### src/rtl/gpio_bcd_display_if.sv
// gpio_bcd_display_if: bundles the CPU HEX-port write and the display outputs.
//   master: CPU side; drives gpio_we/gpio_data and observes the display outputs.
//   slave : display converter; samples the write and drives busy/done/bcd/hex/ovf.
interface gpio_bcd_display_if #(
  parameter int unsigned NDIGITS = 8
);
  logic                   gpio_we;
  logic [31:0]            gpio_data;
  logic                   busy;
  logic                   done;
  logic [4*NDIGITS-1:0]   bcd;
  logic [7*NDIGITS-1:0]   hex;
  logic                   ovf;

  modport master (
    output gpio_we, gpio_data,
    input  busy, done, bcd, hex, ovf
  );

  modport slave (
    input  gpio_we, gpio_data,
    output busy, done, bcd, hex, ovf
  );
endinterface

### src/rtl/gpio_bcd_display.sv
// gpio_bcd_display: converts a 32-bit unsigned GPIO/HEX write to decimal with a
// one-bit-per-cycle shift-add-3 engine and drives registered BCD digits and
// active-low seven-segment patterns with leading-zero blanking.
// Ports:
//   clk   - clock
//   rst_n - synchronous active-low reset
//   bus   - gpio_bcd_display_if.slave: gpio_we/gpio_data in; busy, done, bcd, hex, ovf out
// A single-entry pending buffer absorbs writes that arrive mid-conversion.
module gpio_bcd_display #(
  parameter int unsigned NDIGITS = 8
) (
  input logic                clk,
  input logic                rst_n,
  gpio_bcd_display_if.slave  bus
);

  typedef enum logic [0:0] {StIdle, StShift} state_e;

  state_e                 state_q, state_d;
  logic [31:0]            bin_sh_q, bin_sh_d;
  logic [39:0]            bcd_acc_q, bcd_acc_d;
  logic [5:0]             cnt_q, cnt_d;
  logic                   pend_v_q, pend_v_d;
  logic [31:0]            pend_data_q, pend_data_d;
  logic [4*NDIGITS-1:0]   bcd_q, bcd_d;
  logic [7*NDIGITS-1:0]   hex_q, hex_d;
  logic                   ovf_q, ovf_d;
  logic                   done_q, done_d;

  logic [39:0]            adj_acc;
  logic [39:0]            shifted_acc;
  logic [9:0]             blank;
  logic [7*NDIGITS-1:0]   hex_new;
  logic [7*NDIGITS-1:0]   hex_rst;
  logic                   ovf_new;

  function automatic logic [6:0] seg7(input logic [3:0] d);
    logic [6:0] s;
    case (d)
      4'd0:    s = 7'b1000000;
      4'd1:    s = 7'b1111001;
      4'd2:    s = 7'b0100100;
      4'd3:    s = 7'b0110000;
      4'd4:    s = 7'b0011001;
      4'd5:    s = 7'b0010010;
      4'd6:    s = 7'b0000010;
      4'd7:    s = 7'b1111000;
      4'd8:    s = 7'b0000000;
      4'd9:    s = 7'b0010000;
      default: s = 7'b1111111;
    endcase
    return s;
  endfunction

  // Add-3 correction, then the combined {bcd_acc, bin_sh} left shift.
  always_comb begin
    adj_acc = bcd_acc_q;
    for (int unsigned i = 0; i < 10; i++) begin
      if (bcd_acc_q[4*i +: 4] >= 4'd5) begin
        adj_acc[4*i +: 4] = bcd_acc_q[4*i +: 4] + 4'd3;
      end
    end
    shifted_acc = {adj_acc[38:0], bin_sh_q[31]};
  end

  // Formatting of shifted_acc; only consumed on the completion edge.
  always_comb begin
    logic any_nz;
    any_nz  = 1'b0;
    blank   = '0;
    hex_new = '1;
    ovf_new = 1'b0;
    // Walk from the top digit down: a digit blanks while nothing above or at it is nonzero.
    for (int i = 9; i >= 0; i--) begin
      any_nz   = any_nz | (|shifted_acc[4*i +: 4]);
      blank[i] = (i != 0) && !any_nz;
    end
    for (int unsigned i = 0; i < NDIGITS; i++) begin
      hex_new[7*i +: 7] = blank[i] ? 7'b1111111 : seg7(shifted_acc[4*i +: 4]);
    end
    for (int unsigned i = 0; i < 10; i++) begin
      if (i >= NDIGITS) begin
        ovf_new = ovf_new | (|shifted_acc[4*i +: 4]);
      end
    end
    hex_rst      = '1;
    hex_rst[6:0] = 7'b1000000;
  end

  always_comb begin
    state_d     = state_q;
    bin_sh_d    = bin_sh_q;
    bcd_acc_d   = bcd_acc_q;
    cnt_d       = cnt_q;
    pend_v_d    = pend_v_q;
    pend_data_d = pend_data_q;
    bcd_d       = bcd_q;
    hex_d       = hex_q;
    ovf_d       = ovf_q;
    done_d      = 1'b0;

    case (state_q)
      StIdle: begin
        if (bus.gpio_we) begin
          bin_sh_d  = bus.gpio_data;
          bcd_acc_d = '0;
          cnt_d     = '0;
          state_d   = StShift;
        end
      end
      StShift: begin
        bcd_acc_d = shifted_acc;
        bin_sh_d  = {bin_sh_q[30:0], 1'b0};
        cnt_d     = cnt_q + 6'd1;
        if (cnt_q == 6'd31) begin
          bcd_d  = shifted_acc[4*NDIGITS-1:0];
          hex_d  = hex_new;
          ovf_d  = ovf_new;
          done_d = 1'b1;
          // A write on this very edge is newer than anything pending.
          if (bus.gpio_we || pend_v_q) begin
            bin_sh_d  = bus.gpio_we ? bus.gpio_data : pend_data_q;
            bcd_acc_d = '0;
            cnt_d     = '0;
            pend_v_d  = 1'b0;
          end else begin
            state_d = StIdle;
          end
        end else if (bus.gpio_we) begin
          pend_v_d    = 1'b1;
          pend_data_d = bus.gpio_data;
        end
      end
      default: state_d = StIdle;
    endcase
  end

  always_ff @(posedge clk) begin
    if (!rst_n) begin
      state_q     <= StIdle;
      bin_sh_q    <= '0;
      bcd_acc_q   <= '0;
      cnt_q       <= '0;
      pend_v_q    <= 1'b0;
      pend_data_q <= '0;
      bcd_q       <= '0;
      hex_q       <= hex_rst;
      ovf_q       <= 1'b0;
      done_q      <= 1'b0;
    end else begin
      state_q     <= state_d;
      bin_sh_q    <= bin_sh_d;
      bcd_acc_q   <= bcd_acc_d;
      cnt_q       <= cnt_d;
      pend_v_q    <= pend_v_d;
      pend_data_q <= pend_data_d;
      bcd_q       <= bcd_d;
      hex_q       <= hex_d;
      ovf_q       <= ovf_d;
      done_q      <= done_d;
    end
  end

  assign bus.busy = (state_q == StShift);
  assign bus.done = done_q;
  assign bus.bcd  = bcd_q;
  assign bus.hex  = hex_q;
  assign bus.ovf  = ovf_q;

endmodule

### src/flat_wrapper.sv
// flat-port wrapper written by rule: the top's interface ports become plain ports
module gpio_bcd_display_flat 
#(
  parameter int unsigned NDIGITS = 8
)
  (clk, rst_n, bus_gpio_we, bus_gpio_data, bus_busy, bus_done, bus_bcd, bus_hex, bus_ovf);
  gpio_bcd_display_if #(.NDIGITS(NDIGITS)) bus_i ();
  input logic clk;
  input logic rst_n;
  input wire logic [$bits(bus_i.gpio_we)-1:0] bus_gpio_we;
  input wire logic [$bits(bus_i.gpio_data)-1:0] bus_gpio_data;
  output wire logic [$bits(bus_i.busy)-1:0] bus_busy;
  output wire logic [$bits(bus_i.done)-1:0] bus_done;
  output wire logic [$bits(bus_i.bcd)-1:0] bus_bcd;
  output wire logic [$bits(bus_i.hex)-1:0] bus_hex;
  output wire logic [$bits(bus_i.ovf)-1:0] bus_ovf;
  assign bus_i.gpio_we = bus_gpio_we;
  assign bus_i.gpio_data = bus_gpio_data;
  assign bus_busy = bus_i.busy;
  assign bus_done = bus_i.done;
  assign bus_bcd = bus_i.bcd;
  assign bus_hex = bus_i.hex;
  assign bus_ovf = bus_i.ovf;
  gpio_bcd_display #(.NDIGITS(NDIGITS)) u_core (.clk(clk), .rst_n(rst_n), .bus(bus_i));
endmodule
### config.mk
export PLATFORM = sky130hd
export DESIGN_NAME = gpio_bcd_display_flat
export DESIGN_NICKNAME = d
export VERILOG_FILES = /design/src/rtl/gpio_bcd_display_if.sv /design/src/rtl/gpio_bcd_display.sv /design/src/flat_wrapper.sv
export SDC_FILE = /design/constraint.sdc
export NUM_CORES = 1
export LEC_CHECK = 0
export CORE_ASPECT_RATIO = 1.25
export CORE_MARGIN = 5
export CORE_UTILIZATION = 45
export DETAILED_ROUTE_END_ITERATION = 6
export GPL_ROUTABILITY_DRIVEN = 0
export MAX_ROUTING_LAYER = met4
export PLACE_DENSITY = 0.67
export SLEW_MARGIN = 20
export SYNTH_ARGS = -nofsm -noshare
export SYNTH_HDL_FRONTEND = slang
export SYNTH_SLANG_ARGS = --single-unit
export TNS_END_PERCENT = 20
### constraint.sdc
create_clock -name clk -period 3.6 [get_ports clk]
set_input_delay 0.54 -clock clk [delete_from_list [all_inputs] [get_ports clk]]
set_output_delay 0.54 -clock clk [all_outputs]
set_load 0.02 [all_outputs]
Fig. 1: metal 4
(3 px per micron) Supply wires on this layer in gray.
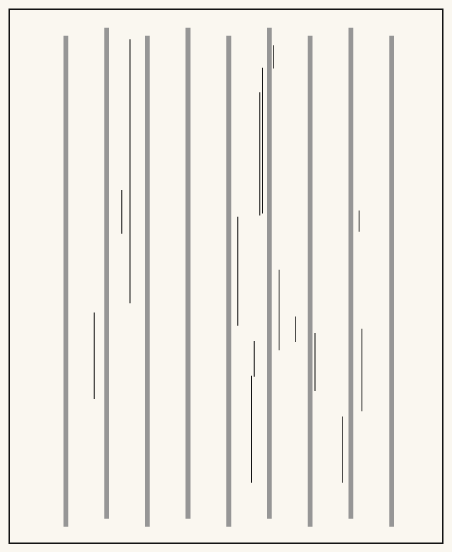
main direction: vertical
longest straight run: 87.7 microns
Total Wirelength: 25420 microns
total number of vias: 8858

Fig. 2: gate families picked out
(3 px per micron)
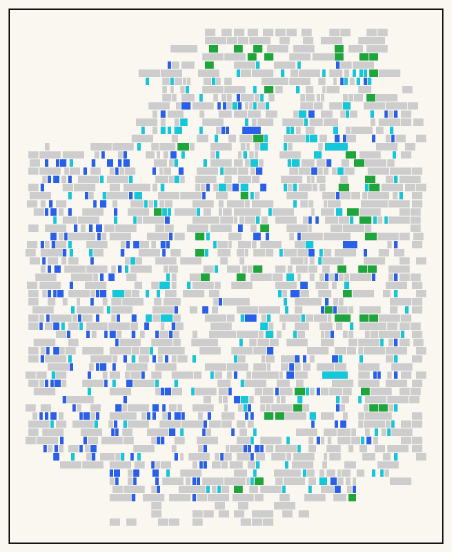
[green] non-inverting ao/oa cells | cells: 49
[blue] nand cells | cells: 232
[cyan] nor cells | cells: 185
Cell Count, Final, Fillers Out: 1604
most frequently placed logic cell in the final layout: sky130_fd_sc_hd__dfxtp_1
multi-input combinational area share: 45.45%

Fig. 3: wiring heat map
(2 px per micron) 29 x 35 tiles, from white (low) to dark blue (high), scaled to the fullest tile. Values are wire area over tile area, all layers added.
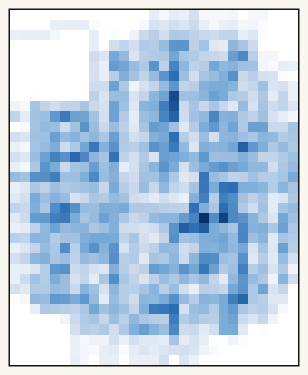
mean over tiles: 0.16
densest ninth of the die: right middle
emptiest ninth of the die: top left

Fig. 4: routing congestion map
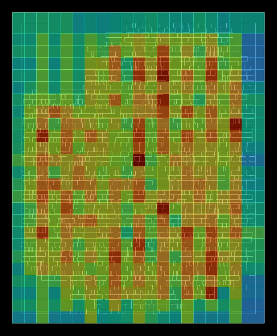
global-route met1 utilization: 25.34%
layer carrying the most global-route usage: met2
average routed wire per standard cell: 15.85 microns
met2 GRT Util: 33.97%

==> flow_summary.ini <==
; generated from flow reports
[synth]
synth_top_cell_by_area = sky130_fd_sc_hd__dfxtp_1
synthMuxAreaShare_pct = 2.788
postSynthNetCount = 1301
ys_cells = 1209
synth.cellmix.adderShare_pct = 7.062
async_reset_ff_share_pct = 0
synth-seq-area-share_pct = 40.04
ys.flops = 202
synth_area_sq_um = 10100
most_common_library_cells_after_synthesis = sky130_fd_sc_hd__dfxtp_1 (202), sky130_fd_sc_hd__nand2_1 (166), sky130_fd_sc_hd__nor2_1 (152), sky130_fd_sc_hd__a21oi_1 (128), sky130_fd_sc_hd__o21ai_0 (64)
xor_xnor_area_share_pct = 1.041
synth_simple_gate_area_share_pct = 20.29
synth-edff-count = 0

[clocking]
cts_inserted_buffers = 22
tritoncts_clock_tree = built
clock_tree.root_cell = sky130_fd_sc_hd__clkbuf_16
cts.path.max_buffers = 3
cts_post_setup_buffers_inserted = 0

[critical_path]
setup.worst_path.class = flip-flop to flip-flop
cp.depth = 12
required_ns = 4.04
rrSetupSlack_ns = 0.51
worst_path_dominant_cell_family = simple AND/OR/NAND/NOR gates
crit-reg2reg-capture = u_core.bus.hex[33]
crit_path_max_incr_delay_ns = 0.43
critical_path.slowest_cell = sky130_fd_sc_hd__nor4_4
worst-r2r-cell-count = 12

[placed_design]
detailedPlace.worstSlack_ns = 0.5462
place_area_sq_um = 11610
hpwlAfterDp_microns = 17230

[route]
met2_wirelength_microns = 12220
dr.max_layer_used = met4
drc = 2
route.detailed.vias_per_inst = 5.522
drt.antenna.violating_nets = 0
wl_met3_microns = 1545

[flow_run]
openroad.warnings = 64

[floorplanning]
dieArea_sq_um = 25560
die.size.x_microns = 144.0
die_h_microns = 177.5

[global_route]
largest_net_degree_at_the_start_of_global_routing = 61
global_route_wire_length_before_repair_microns = 41580
overflow = 0

[min_path]
hp-start = u_core.pend_data_q[10]
hold-path-cell-count = 2
worst_hold_endpoint = u_core.pend_data_q[10]
hold_path_class = flip-flop to flip-flop

[sta]
slew_viol_final = 0
rsz0062_at_grt = false
tightest_slew_ns = 0.9799
final-setup-viol-count = 0

[outcome]
violated_checks = design-rule violations
outcome = complete, but fails checks

[finish]
num_antenna_cells = 0
largest_cell_class = combinational gates
final.signal_inverter_count = 41
multiInputGateArea_sq_um = 5585
layout.comb_gates.multi_input = 892
non_clock_buffer_contribution_to_total_cell_area_pct = 11.95
seq_area_share_pct = 32.91
largest_reg_flops = 56

[power]
clock_net_power_uw = 2120
powerSeq_uw = 2300
net_switching_component_of_the_power_uw = 1080
comb_cell_power_uw = 276
